**Run 1: cell density map**

(1.5 px per µm) The die is cut into 22 by 22 equal tiles; dark blue is low, red is high, 0 to 100% covered.
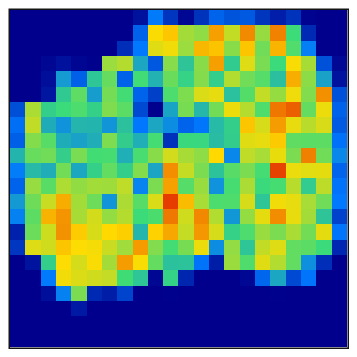
**Run 1: routed clock nets over the placement**

(1.5 px per µm)
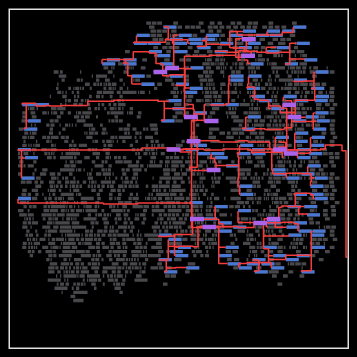
**Run 1: the metal 4 layer**

(1.5 px per µm) Supply wires on this layer in gray.
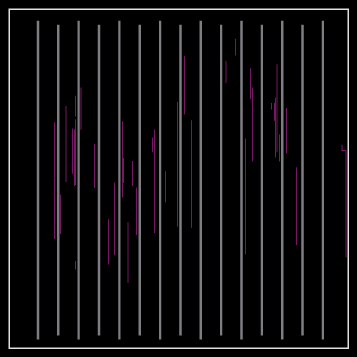
--- config.mk ---
export PLATFORM = sky130hd
export DESIGN_NAME = rv_iommu_axi4_burst_splitter_flat
export DESIGN_NICKNAME = d
export VERILOG_FILES = /design/src/rtl/rv_iommu_axi4_burst_splitter_if.sv /design/src/rtl/rv_iommu_axi4_burst_splitter.sv /design/src/flat_wrapper.sv
export SDC_FILE = /design/constraint.sdc
export NUM_CORES = 1
export LEC_CHECK = 0
export CORE_MARGIN = 5
export CORE_UTILIZATION = 30
export DETAILED_ROUTE_END_ITERATION = 10
export GPL_TIMING_DRIVEN = 0
export HOLD_SLACK_MARGIN = 0.08
export SLEW_MARGIN = 20
export SYNTH_ARGS = -nofsm -noshare
export SYNTH_HDL_FRONTEND = slang
export SYNTH_SLANG_ARGS = --single-unit
--- constraint.sdc ---
create_clock -name clk_i -period 4.8 [get_ports clk_i]
set_input_delay 0.48 -clock clk_i [delete_from_list [all_inputs] [get_ports clk_i]]
set_output_delay 0.48 -clock clk_i [all_outputs]
set_load 0.03 [all_outputs]
--- src/rtl/rv_iommu_axi4_burst_splitter_if.sv ---
`default_nettype none
// ============================================================================
// Module      : rv_iommu_axi4_burst_splitter_if
// Description : Signal bundle between an AXI4 address-channel source and the
//               burst splitter, and between the splitter and the IOMMU
//               translation request path.
//                 req_*             : incoming AxVALID/AxREADY/AxADDR/...
//                 out_*             : outgoing legal (sub-)bursts
//                 bound_violation_* : rejected-request pulse and its ID
//               Modport 'slave' is the splitter's view; modport 'master' is
//               the view of the agent that drives requests and accepts
//               sub-bursts.
// Revision    : 1.0 - initial release
// ============================================================================
interface rv_iommu_axi4_burst_splitter_if #(
    parameter int ADDR_WIDTH = 64,
    parameter int ID_WIDTH   = 4
);
    logic                  req_valid_i;
    logic                  req_ready_o;
    logic [ADDR_WIDTH-1:0] req_addr_i;
    logic [1:0]            req_burst_i;
    logic [7:0]            req_len_i;
    logic [2:0]            req_size_i;
    logic [ID_WIDTH-1:0]   req_id_i;

    logic                  out_valid_o;
    logic                  out_ready_i;
    logic [ADDR_WIDTH-1:0] out_addr_o;
    logic [7:0]            out_len_o;
    logic [2:0]            out_size_o;
    logic [1:0]            out_burst_o;
    logic [ID_WIDTH-1:0]   out_id_o;
    logic                  out_last_o;

    logic                  bound_violation_o;
    logic [ID_WIDTH-1:0]   bound_violation_id_o;

    modport slave (
        input  req_valid_i, req_addr_i, req_burst_i, req_len_i, req_size_i,
               req_id_i, out_ready_i,
        output req_ready_o, out_valid_o, out_addr_o, out_len_o, out_size_o,
               out_burst_o, out_id_o, out_last_o, bound_violation_o,
               bound_violation_id_o
    );

    modport master (
        output req_valid_i, req_addr_i, req_burst_i, req_len_i, req_size_i,
               req_id_i, out_ready_i,
        input  req_ready_o, out_valid_o, out_addr_o, out_len_o, out_size_o,
               out_burst_o, out_id_o, out_last_o, bound_violation_o,
               bound_violation_id_o
    );
endinterface
`default_nettype wire

--- src/rtl/rv_iommu_axi4_burst_splitter.sv ---
`default_nettype none
// ============================================================================
// Module      : rv_iommu_axi4_burst_splitter
// Description : Registered AXI4 address-channel boundary checker/splitter.
//               Legal, contained bursts are forwarded unchanged. INCR bursts
//               crossing a 2^BOUND_LOG2-byte boundary are cut into legal
//               sub-bursts (or rejected when SPLIT_EN=0). Illegal FIXED/WRAP
//               bursts and illegal encodings are consumed and reported with a
//               one-cycle bound_violation pulse carrying the request ID.
// Ports       : clk_i  - clock
//               rst_i  - asynchronous active-high reset
//               bus    - request / sub-burst / violation bundle (slave view)
// Revision    : 1.0 - initial release
// ============================================================================
module rv_iommu_axi4_burst_splitter #(
    parameter int ADDR_WIDTH = 64,
    parameter int BOUND_LOG2 = 12,
    parameter int DATA_LOG2  = 3,
    parameter int ID_WIDTH   = 4,
    parameter bit SPLIT_EN   = 1'b1
) (
    input wire clk_i,
    input wire rst_i,
    rv_iommu_axi4_burst_splitter_if.slave bus
);

    // Wide enough for 2^BOUND_LOG2 plus a 256-beat x 128-byte product.
    localparam int c_W = BOUND_LOG2 + 10;

    localparam logic [c_W-1:0]        c_BOUND    = c_W'(1) << BOUND_LOG2;
    localparam logic [ADDR_WIDTH-1:0] c_BOUND_A  = ADDR_WIDTH'(1) << BOUND_LOG2;
    localparam logic [ADDR_WIDTH-1:0] c_OFF_MASK = c_BOUND_A - ADDR_WIDTH'(1);

    localparam logic [1:0] c_BURST_FIXED = 2'b00;
    localparam logic [1:0] c_BURST_INCR  = 2'b01;
    localparam logic [1:0] c_BURST_WRAP  = 2'b10;

    typedef enum logic [0:0] {
        ST_IDLE  = 1'b0,
        ST_ISSUE = 1'b1
    } state_t;

    // ------------------------------------------------------------------
    // Registered state
    // ------------------------------------------------------------------
    state_t                r_state;
    logic [ADDR_WIDTH-1:0] r_out_addr;
    logic [7:0]            r_out_len;
    logic [2:0]            r_out_size;
    logic [1:0]            r_out_burst;
    logic [ID_WIDTH-1:0]   r_out_id;
    logic                  r_out_last;
    logic [8:0]            r_rem;        // beats still to issue after the current sub-burst
    logic [ADDR_WIDTH-1:0] r_next_addr;  // boundary-aligned start of the next sub-burst
    logic                  r_viol;
    logic [ID_WIDTH-1:0]   r_viol_id;

    // ------------------------------------------------------------------
    // Next-state values
    // ------------------------------------------------------------------
    state_t                w_state_nxt;
    logic [ADDR_WIDTH-1:0] w_out_addr_nxt;
    logic [7:0]            w_out_len_nxt;
    logic [2:0]            w_out_size_nxt;
    logic [1:0]            w_out_burst_nxt;
    logic [ID_WIDTH-1:0]   w_out_id_nxt;
    logic                  w_out_last_nxt;
    logic [8:0]            w_rem_nxt;
    logic [ADDR_WIDTH-1:0] w_next_addr_nxt;
    logic                  w_viol_nxt;
    logic [ID_WIDTH-1:0]   w_viol_id_nxt;

    // ------------------------------------------------------------------
    // Request classification arithmetic
    // ------------------------------------------------------------------
    logic [c_W-1:0] w_off;
    logic [c_W-1:0] w_bpb;        // bytes per beat
    logic [c_W-1:0] w_beats;
    logic [c_W-1:0] w_room;       // beats that fit before the next boundary
    logic [c_W-1:0] w_total;      // bytes in the whole burst
    logic [c_W-1:0] w_wrap_off;   // wrap boundary offset inside the region
    logic           w_size_ok;
    logic           w_aligned;
    logic           w_len_wrap_ok;
    logic           w_legal;
    logic           w_split;
    logic           w_violation;

    always_comb begin
        w_off         = c_W'(bus.req_addr_i[BOUND_LOG2-1:0]);
        w_bpb         = c_W'(1) << bus.req_size_i;
        w_beats       = c_W'(bus.req_len_i) + c_W'(1);
        // Ceiling division: an unaligned first beat still costs a full beat.
        w_room        = (c_BOUND - w_off + w_bpb - c_W'(1)) >> bus.req_size_i;
        w_total       = w_beats << bus.req_size_i;
        w_wrap_off    = w_off & ~(w_total - c_W'(1));
        w_size_ok     = (bus.req_size_i <= 3'(DATA_LOG2));
        w_aligned     = ((w_off & (w_bpb - c_W'(1))) == '0);
        w_len_wrap_ok = (bus.req_len_i inside {8'd1, 8'd3, 8'd7, 8'd15});

        w_legal = 1'b0;
        w_split = 1'b0;
        if (w_size_ok) begin
            case (bus.req_burst_i)
                c_BURST_FIXED: w_legal = ((w_off + w_bpb) <= c_BOUND);
                c_BURST_WRAP:  w_legal = w_len_wrap_ok && w_aligned &&
                                         ((w_wrap_off + w_total) <= c_BOUND);
                c_BURST_INCR: begin
                    if (w_beats <= w_room) begin
                        w_legal = 1'b1;
                    end else if (SPLIT_EN) begin
                        w_split = 1'b1;
                    end
                end
                default: ;  // reserved encoding
            endcase
        end
        w_violation = !(w_legal || w_split);
    end

    // ------------------------------------------------------------------
    // Continuation sub-burst sizing: a full region holds 2^(BOUND-size) beats
    // ------------------------------------------------------------------
    logic [c_W-1:0] w_max;
    logic [c_W-1:0] w_rem;
    logic [c_W-1:0] w_chunk;

    always_comb begin
        w_max   = c_BOUND >> r_out_size;
        w_rem   = c_W'(r_rem);
        w_chunk = (w_rem < w_max) ? w_rem : w_max;
    end

    // ------------------------------------------------------------------
    // Next-state / output logic
    // ------------------------------------------------------------------
    always_comb begin
        w_state_nxt     = r_state;
        w_out_addr_nxt  = r_out_addr;
        w_out_len_nxt   = r_out_len;
        w_out_size_nxt  = r_out_size;
        w_out_burst_nxt = r_out_burst;
        w_out_id_nxt    = r_out_id;
        w_out_last_nxt  = r_out_last;
        w_rem_nxt       = r_rem;
        w_next_addr_nxt = r_next_addr;
        w_viol_nxt      = 1'b0;
        w_viol_id_nxt   = r_viol_id;

        case (r_state)
            ST_IDLE: begin
                if (bus.req_valid_i) begin
                    if (w_violation) begin
                        w_viol_nxt    = 1'b1;
                        w_viol_id_nxt = bus.req_id_i;
                    end else begin
                        w_state_nxt     = ST_ISSUE;
                        w_out_addr_nxt  = bus.req_addr_i;
                        w_out_size_nxt  = bus.req_size_i;
                        w_out_burst_nxt = bus.req_burst_i;
                        w_out_id_nxt    = bus.req_id_i;
                        if (w_split) begin
                            w_out_len_nxt   = 8'(w_room - c_W'(1));
                            w_out_last_nxt  = 1'b0;
                            w_rem_nxt       = 9'(w_beats - w_room);
                            w_next_addr_nxt = (bus.req_addr_i & ~c_OFF_MASK) + c_BOUND_A;
                        end else begin
                            w_out_len_nxt   = bus.req_len_i;
                            w_out_last_nxt  = 1'b1;
                            w_rem_nxt       = 9'd0;
                        end
                    end
                end
            end

            ST_ISSUE: begin
                if (bus.out_ready_i) begin
                    if (r_out_last) begin
                        w_state_nxt = ST_IDLE;
                    end else begin
                        w_out_addr_nxt  = r_next_addr;
                        w_out_len_nxt   = 8'(w_chunk - c_W'(1));
                        w_out_last_nxt  = (w_rem <= w_max);
                        w_rem_nxt       = r_rem - 9'(w_chunk);
                        w_next_addr_nxt = r_next_addr + c_BOUND_A;
                    end
                end
            end

            default: w_state_nxt = ST_IDLE;
        endcase
    end

    always_ff @(posedge clk_i or posedge rst_i) begin
        if (rst_i) begin
            r_state     <= ST_IDLE;
            r_out_addr  <= '0;
            r_out_len   <= '0;
            r_out_size  <= '0;
            r_out_burst <= '0;
            r_out_id    <= '0;
            r_out_last  <= 1'b0;
            r_rem       <= '0;
            r_next_addr <= '0;
            r_viol      <= 1'b0;
            r_viol_id   <= '0;
        end else begin
            r_state     <= w_state_nxt;
            r_out_addr  <= w_out_addr_nxt;
            r_out_len   <= w_out_len_nxt;
            r_out_size  <= w_out_size_nxt;
            r_out_burst <= w_out_burst_nxt;
            r_out_id    <= w_out_id_nxt;
            r_out_last  <= w_out_last_nxt;
            r_rem       <= w_rem_nxt;
            r_next_addr <= w_next_addr_nxt;
            r_viol      <= w_viol_nxt;
            r_viol_id   <= w_viol_id_nxt;
        end
    end

    // All outputs come straight from registers.
    assign bus.req_ready_o          = (r_state == ST_IDLE);
    assign bus.out_valid_o          = (r_state == ST_ISSUE);
    assign bus.out_addr_o           = r_out_addr;
    assign bus.out_len_o            = r_out_len;
    assign bus.out_size_o           = r_out_size;
    assign bus.out_burst_o          = r_out_burst;
    assign bus.out_id_o             = r_out_id;
    assign bus.out_last_o           = r_out_last;
    assign bus.bound_violation_o    = r_viol;
    assign bus.bound_violation_id_o = r_viol_id;

endmodule
`default_nettype wire

--- src/flat_wrapper.sv ---
// flat-port wrapper written by rule: the top's interface ports become plain ports
module rv_iommu_axi4_burst_splitter_flat 
#(
    parameter int ADDR_WIDTH = 64,
    parameter int BOUND_LOG2 = 12,
    parameter int DATA_LOG2  = 3,
    parameter int ID_WIDTH   = 4,
    parameter bit SPLIT_EN   = 1'b1
)
  (clk_i, rst_i, bus_req_valid_i, bus_req_addr_i, bus_req_burst_i, bus_req_len_i, bus_req_size_i, bus_req_id_i, bus_out_ready_i, bus_req_ready_o, bus_out_valid_o, bus_out_addr_o, bus_out_len_o, bus_out_size_o, bus_out_burst_o, bus_out_id_o, bus_out_last_o, bus_bound_violation_o, bus_bound_violation_id_o);
  rv_iommu_axi4_burst_splitter_if #(.ADDR_WIDTH(ADDR_WIDTH), .ID_WIDTH(ID_WIDTH)) bus_i ();
  input wire clk_i;
  input wire rst_i;
  input wire logic [$bits(bus_i.req_valid_i)-1:0] bus_req_valid_i;
  input wire logic [$bits(bus_i.req_addr_i)-1:0] bus_req_addr_i;
  input wire logic [$bits(bus_i.req_burst_i)-1:0] bus_req_burst_i;
  input wire logic [$bits(bus_i.req_len_i)-1:0] bus_req_len_i;
  input wire logic [$bits(bus_i.req_size_i)-1:0] bus_req_size_i;
  input wire logic [$bits(bus_i.req_id_i)-1:0] bus_req_id_i;
  input wire logic [$bits(bus_i.out_ready_i)-1:0] bus_out_ready_i;
  output wire logic [$bits(bus_i.req_ready_o)-1:0] bus_req_ready_o;
  output wire logic [$bits(bus_i.out_valid_o)-1:0] bus_out_valid_o;
  output wire logic [$bits(bus_i.out_addr_o)-1:0] bus_out_addr_o;
  output wire logic [$bits(bus_i.out_len_o)-1:0] bus_out_len_o;
  output wire logic [$bits(bus_i.out_size_o)-1:0] bus_out_size_o;
  output wire logic [$bits(bus_i.out_burst_o)-1:0] bus_out_burst_o;
  output wire logic [$bits(bus_i.out_id_o)-1:0] bus_out_id_o;
  output wire logic [$bits(bus_i.out_last_o)-1:0] bus_out_last_o;
  output wire logic [$bits(bus_i.bound_violation_o)-1:0] bus_bound_violation_o;
  output wire logic [$bits(bus_i.bound_violation_id_o)-1:0] bus_bound_violation_id_o;
  assign bus_i.req_valid_i = bus_req_valid_i;
  assign bus_i.req_addr_i = bus_req_addr_i;
  assign bus_i.req_burst_i = bus_req_burst_i;
  assign bus_i.req_len_i = bus_req_len_i;
  assign bus_i.req_size_i = bus_req_size_i;
  assign bus_i.req_id_i = bus_req_id_i;
  assign bus_i.out_ready_i = bus_out_ready_i;
  assign bus_req_ready_o = bus_i.req_ready_o;
  assign bus_out_valid_o = bus_i.out_valid_o;
  assign bus_out_addr_o = bus_i.out_addr_o;
  assign bus_out_len_o = bus_i.out_len_o;
  assign bus_out_size_o = bus_i.out_size_o;
  assign bus_out_burst_o = bus_i.out_burst_o;
  assign bus_out_id_o = bus_i.out_id_o;
  assign bus_out_last_o = bus_i.out_last_o;
  assign bus_bound_violation_o = bus_i.bound_violation_o;
  assign bus_bound_violation_id_o = bus_i.bound_violation_id_o;
  rv_iommu_axi4_burst_splitter #(.ADDR_WIDTH(ADDR_WIDTH), .BOUND_LOG2(BOUND_LOG2), .DATA_LOG2(DATA_LOG2), .ID_WIDTH(ID_WIDTH), .SPLIT_EN(SPLIT_EN)) u_core (.clk_i(clk_i), .rst_i(rst_i), .bus(bus_i));
endmodule
==> impl_metrics.yaml, run 1 <==
# physical design summary
outcome:
  violations: "setup timing"
  status: "finished, violations left"
run:
  max_cap_violations: 0
  warnings: 34
synth:
  synthesis.nets: 1752
  logic_family: "AND-OR/OR-AND gates"
  ys_ff: 149
  syn_inst: 1608
  area_leaders: "dfrtp_1 (27%), mux2_2 (6.9%), ha_1 (5.1%)"
  ys.warnings.count: 0
  yosys-top-cells-count: "nand2_1 (154), dfrtp_1 (149), nor2_1 (121)"
  synth_compound_gate_area_share_pct: 22.6
  netlist_area_um2: 13900
  avgSynthCellArea_um2: 8.62
  ys_types: 104
  yosysTopAreaCellShare_pct: 26.9
  yosys.area_share.adder_pct: 5.49
  synth.most_common_cell: "nand2_1"
  postSynthSeqShare_pct: 26.9
  synth_stat.cells: 1608
  edf_count: 0
  ys_sh_mux_pct: 13.2
  synthSimpleGateAreaFrac_pct: 19.8
  synth-main-ff-cell: "dfrtp_1"
  ys_sh_xor_pct: 5.88
  yosysTopAreaCell: "dfrtp_1"
  yosys_area_um2: 13900
  async_flop_share_pct: 100
global_route:
  grt_max_degree: 89
  grt_pass1_wl_um: 81600
  antenna_found_initial: 1
  grt_pass1_vias: 13800
  grt_use_total_pct: 20.3
  overflow: 0
routing:
  vias: 13900
  first_pass_iters: 5
  via_per_inst: 5.54
  ant_nets: 0
  routed_wl_um: 53600
  first_iter_violations: 1087
  wl_per_cell_um: 21.3
  route.detailed.drc: 0
die:
  rows: 78
  die_h_um: 225
  dieArea_um2: 50600
  fp-utilization_pct: 30.4
  ios: 174
  die_w_um: 225
  coreArea_um2: 45600
clocking:
  cts_made_buffers: 17
  cts_hold_buf: 0
  cts_max_level: 4
  clock-sinks: 149
  clock_latency_ps: 450
  cts_tree: "done"
  postCtsSetupRepairBufs: 81
  cts.repair.resized: 266
  clock-root-buffer: "clkbuf_16"
  clock_path_buffers: 2
  clkTransAtPathRegs_ps: 80
power:
  power_frac_comb_pct: 50.2
  p_clk_mw: 1.43
  ir_worst_vdd_v: 0.000233
  clock_power_share_pct: 22.5
  power.density_nw_per_um2: 323
  p_switching_mw: 2.59
  sw_frac_of_total_pct: 40.9
  power_leader: "combinational logic"
  seqPwrFrac_pct: 27.3
  leakage_nw: 7.97
  p_seq_mw: 1.73
  p_int_mw: 3.75
  p_comb_mw: 3.19
  power.total_mw: 6.35
sta:
  skew_ps: 22.9
  timing.final.crit_share_pct: 114
  max_clock_freq_ghz: 0.183
  slew_headroom_pct: 31.1
  fin_ws_ps: -659
  worst_pin_slew_ps: 1030
  final-setup-viol-count: 70
  finalMaxSlewViolations: 0
  rsz0062_at_grt: "yes"
  hold_viol_final: 0
  period_needed_ps: 5460
worst_setup_path:
  cp.arrival_ps: 5800
  worstPathRequired_ps: 5140
  cpMostUsedCell: "ha_4"
  critPathCapture: "u_core.bus.out_len_o[3]"
  r2r_cells: 16
  r2r_setup_slack_ps: -130
  cp_max_fo: 9
  slowest_stage: "or4_4"
  r2r_start: "u_core.bus.out_valid_o"
  reg2reg_to: "u_core.r_next_addr[62]"
  cp-start-kind: "input pin"
  path_class: "in -> reg"
  crit_start: "bus_req_addr_i[7]"
  slowest_delay_ps: 570
  end_kind: "register"
finish:
  lay_top_count: "clkdlybuf4s50_1"
  lay_top_cells: "clkdlybuf4s50_1 (152), dfrtp_1 (149), nand2_1 (148)"
  layout.nets: 2045
  seq_area_um2: 3730
  logic_area_um2: 10600
  drive_above_1_share_pct: 28.8
  syn_to_final_growth_pct: 41.6
  fillCellCount: 4486
  n_antenna_cell: 0
place:
  hpwl_um: 40000
  io_buffers: 167
  post-place-ws_ps: -2690
  routabilityCongestion: 0.932
min_path:
  hold_path_startpoint: "bus_req_addr_i[0]"
  holdPathEnd: "u_core.bus.out_addr_o[0]"
  holdPathStages: 3
  hp-class: "in -> reg"
Notes on 'cell density map' above:
8.1% of the tiles are over 75% full. The mean over all tiles is 37%. The fullest tile reaches 93%. 28% of the tiles are nearly empty.

Notes on 'routed clock nets over the placement' above:
Key: purple = clock drivers [count 17]; red = clock wires [length 2620 µm]; blue = flip-flops [count 149]
There are 18 routed clock nets.

Notes on 'the metal 4 layer' above:
The layer holds 2.5% of the routed length. The wires run mostly vertical. 32 nets have wire on it. The longest straight run is 83.0 µm. The layer carries 1330 µm of wire.

[run 1: registers in the layout, summed over array words and instances, names as in the netlist]
| register | cells |
|---|---|
| u_core.bus.out_id_o | 4 |
| u_core.bus.out_len_o | 8 |
| u_core.bus.bound_violation_id_o | 4 |
| u_core.r_next_addr | 52 |
| u_core.bus.out_size_o | 3 |
| u_core.bus.out_burst_o | 2 |
| u_core.bus.bound_violation_o | 1 |
| u_core.r_rem | 9 |
| u_core.bus.out_valid_o | 1 |
| u_core.bus.out_last_o | 1 |
| u_core.bus.out_addr_o | 64 |
[run 1: worst max-delay path, delay by kind of cell]
| kind | cells | cell delay (ps) |
|---|---|---|
| compound gates | 9 | 1930 |
| xor+xnor | 1 | 210 |
| fa+ha+maj | 2 | 610 |
| buf+inv | 6 | 930 |
| mux | 2 | 590 |
| simple gates | 5 | 1070 |
[run 1: cell type report]
class / instances / area share, %
clock buffers: 18 / 2.19
flip-flops and latches: 149 / 19.0
multi-input cells: 1276 / 53.9
plain buffers: 79 / 4.30
inverters: 87 / 1.75
well taps: 600 / 3.82
repair buffers: 291 / 14.2
clock inverters: 14 / 0.829
[run 1: layer usage]
metal	GRT usage, %	wire length, µm	vias to the layer above
met3	3.57	3470	89
met4	5.50	1330	2
met2	34.2	25600	483
met1	27.1	23100	6844
li1	-	-	6508
met5	0	7	-
[run 1: metrics by stage]
step / std cells / cell area, µm² / hold slack, ps / setup TNS, ps / util [%]
detailed placement: 2376 / 16800 / 468 / -269320 / 36.8
CTS: 2481 / 19000 / 394 / -40360 / 41.8
floorplan: 1608 / 14300 / 440 / -52870 / -
finish: 2514 / 19600 / 416 / -38920 / 43.1
global placement: 2375 / 16700 / 474 / -612050 / 36.7
global route: 2514 / 19600 / 416 / -50820 / 43.1
==> inputs of run 2 (changes only) <==
--- a/config.mk
+++ b/config.mk
@@ -5,7 +5,6 @@
 export SDC_FILE = /design/constraint.sdc
 export NUM_CORES = 1
 export LEC_CHECK = 0
-export CORE_MARGIN = 5
 export CORE_UTILIZATION = 30
 export DETAILED_ROUTE_END_ITERATION = 10
 export GPL_TIMING_DRIVEN = 0
**Run 2: routed clock nets over the placement**

(1.5 px per µm)
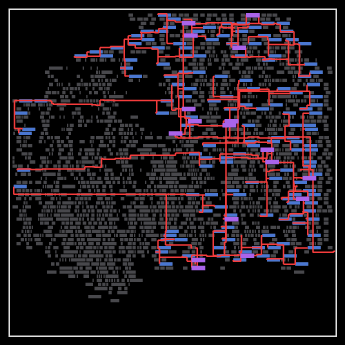
Key: blue = flip-flops [count 149]; red = clock wires [length 2810 µm]; purple = clock drivers [count 17]
There are 18 routed clock nets.

==> impl_metrics.yaml, run 2 <==
# physical design summary
synth:
  ys_sh_xor_pct: 5.88
  logic_family: "AND-OR/OR-AND gates"
  yosysTopAreaCell: "dfrtp_1"
  ys.warnings.count: 0
  syn_inst: 1608
  synthSimpleGateAreaFrac_pct: 19.8
  synth-main-ff-cell: "dfrtp_1"
  yosys.area_share.adder_pct: 5.49
  netlist_area_um2: 13900
  ys_ff: 149
  avgSynthCellArea_um2: 8.62
  synth_compound_gate_area_share_pct: 22.6
  yosys-top-cells-count: "nand2_1 (154), dfrtp_1 (149), nor2_1 (121)"
  synth.most_common_cell: "nand2_1"
  edf_count: 0
  yosys_area_um2: 13900
  synth_stat.cells: 1608
  area_leaders: "dfrtp_1 (27%), mux2_2 (6.9%), ha_1 (5.1%)"
  ys_types: 104
  yosysTopAreaCellShare_pct: 26.9
  async_flop_share_pct: 100
global_route:
  grt_use_total_pct: 22.3
  grt_max_degree: 87
  grt_pass1_wl_um: 81800
  grt_pass1_vias: 13900
  overflow: 0
  antenna_found_initial: 0
die:
  die_h_um: 217
  dieArea_um2: 47100
  coreArea_um2: 45500
  tap_cells: 600
  ios: 174
  rows: 78
  die_w_um: 217
  fp-utilization_pct: 30.5
routing:
  via_per_inst: 5.67
  first_pass_iters: 7
  route.detailed.drc: 0
  wl_per_cell_um: 21.5
  first_iter_violations: 1218
  routed_wl_um: 54300
  ant_nets: 0
finish:
  stdcell_count: 2523
  dominant_cells: "logic gates"
  inv_count: 87
  nonClkBufAreaFrac_pct: 18.6
  layout.nets: 2054
  sh_comb_area_pct: 54.3
  n_all_buffers: 379
  nClkBuffers: 19
  drive_above_1_share_pct: 30.4
  n_antenna_cell: 0
  lay_top_count: "clkdlybuf4s50_1"
  logic_gate_count: 1276
  seq_area_um2: 3730
  seq_share_pct: 18.7
  design_area_um2: 19900
  lay_top_cells: "clkdlybuf4s50_1 (151), dfrtp_1 (149), nand2_1 (141)"
  fillCellCount: 4463
  finish.utilization_pct: 43.8
place:
  routabilityCongestion: 0.937
  io_buffers: 167
  post-place-ws_ps: -2710
  placed_area_um2: 16800
sta:
  worst_pin_slew_ps: 1120
  hold_slack_ps: 406
  timing.final.crit_share_pct: 114
  max_clock_freq_ghz: 0.182
  hold_viol_final: 0
  skew_ps: 32.8
  period_needed_ps: 5490
  final-setup-viol-count: 70
  fin_ws_ps: -694
  finalMaxSlewViolations: 0
outcome:
  status: "finished, violations left"
  violations: "setup timing"
min_path:
  hp-class: "in -> reg"
power:
  clock_power_share_pct: 21.5
  p_seq_mw: 1.74
  power_frac_comb_pct: 51.3
  p_clk_mw: 1.38
  power_leader: "combinational logic"
  p_switching_mw: 2.64
  p_comb_mw: 3.28
  seqPwrFrac_pct: 27.2
  power.density_nw_per_um2: 321
  ir_worst_vdd_v: 0.000256
  p_int_mw: 3.76
  power.total_mw: 6.40
clocking:
  clock_latency_ps: 460
  cts_tree: "done"
  cts_made_buffers: 17
  clkTransAtPathRegs_ps: 70
  cts_hold_buf: 0
  clock-sinks: 149
  cts_max_level: 4
worst_setup_path:
  cp.arrival_ps: 5810
  path_delay_family: "AND-OR/OR-AND gates"
  path_class: "in -> reg"
  cp-start-kind: "input pin"
  slowest_delay_ps: 370
  worstPathRequired_ps: 5110
  cp_max_fo: 10
run:
  max_cap_violations: 0
  warnings: 34
## run 2: cell count changes in the layout (fill, tap and decap cells not counted), moves of 5 or more
cell	before	now
nand2_1	148	141
mux2_2	78	72
nor2_4	13	26
buf_6	20	26
nand2_2	6	11
buf_12	15	21
mux2_4	11	17
nor2_1	97	85
## run 2: path summary, 6_finish.rpt
| check | start | slack, ps | end | cells past startpoint |
|---|---|---|---|---|
| max in group asynchronous | rst_i | 3470 | u_core.bus.out_addr_o[23] | 3 |
| worst min register to register | u_core.r_next_addr[13] | 480 | u_core.r_next_addr[13] | 2 |
| worst max-delay path | bus_req_size_i[2] | -690 | u_core.bus.out_len_o[3] | 29 |
| min in group asynchronous | rst_i | 520 | u_core.bus.out_burst_o[0] | 2 |
| worst min-delay path | bus_req_addr_i[0] | 410 | u_core.bus.out_addr_o[0] | 3 |
| worst max register to register | u_core.bus.out_valid_o | -180 | u_core.r_next_addr[62] | 16 |
## run 2: layer usage
layer / vias to the layer above / share of wire, % / track usage (%)
li1: 6531 / - / -
met1: 7067 / 43 / 29.7
met2: 610 / 48 / 36.7
met3: 103 / 6.4 / 2.78
met4: 0 / 3.2 / 8.76
met5: - / 0 / 0
## run 2: repair_timing
item                       in CTS  in global routing
cloned                          2                  2
resized                       244                165
setup endpoints to repair     149                143
pin swaps                      51                 64
setup buffers                  79                 48
## run 2: kinds of logic (layout without fill, tap and decap cells)
group	Yosys count	in the layout
flops	149	149
compound gates	415	415
fa+ha+maj	59	59
buf+inv	183	498
xor+xnor	93	93
simple gates	540	540
mux	168	168
other cells	1	1
Power figures rest on the tool's default switching activity, not on a simulated workload.
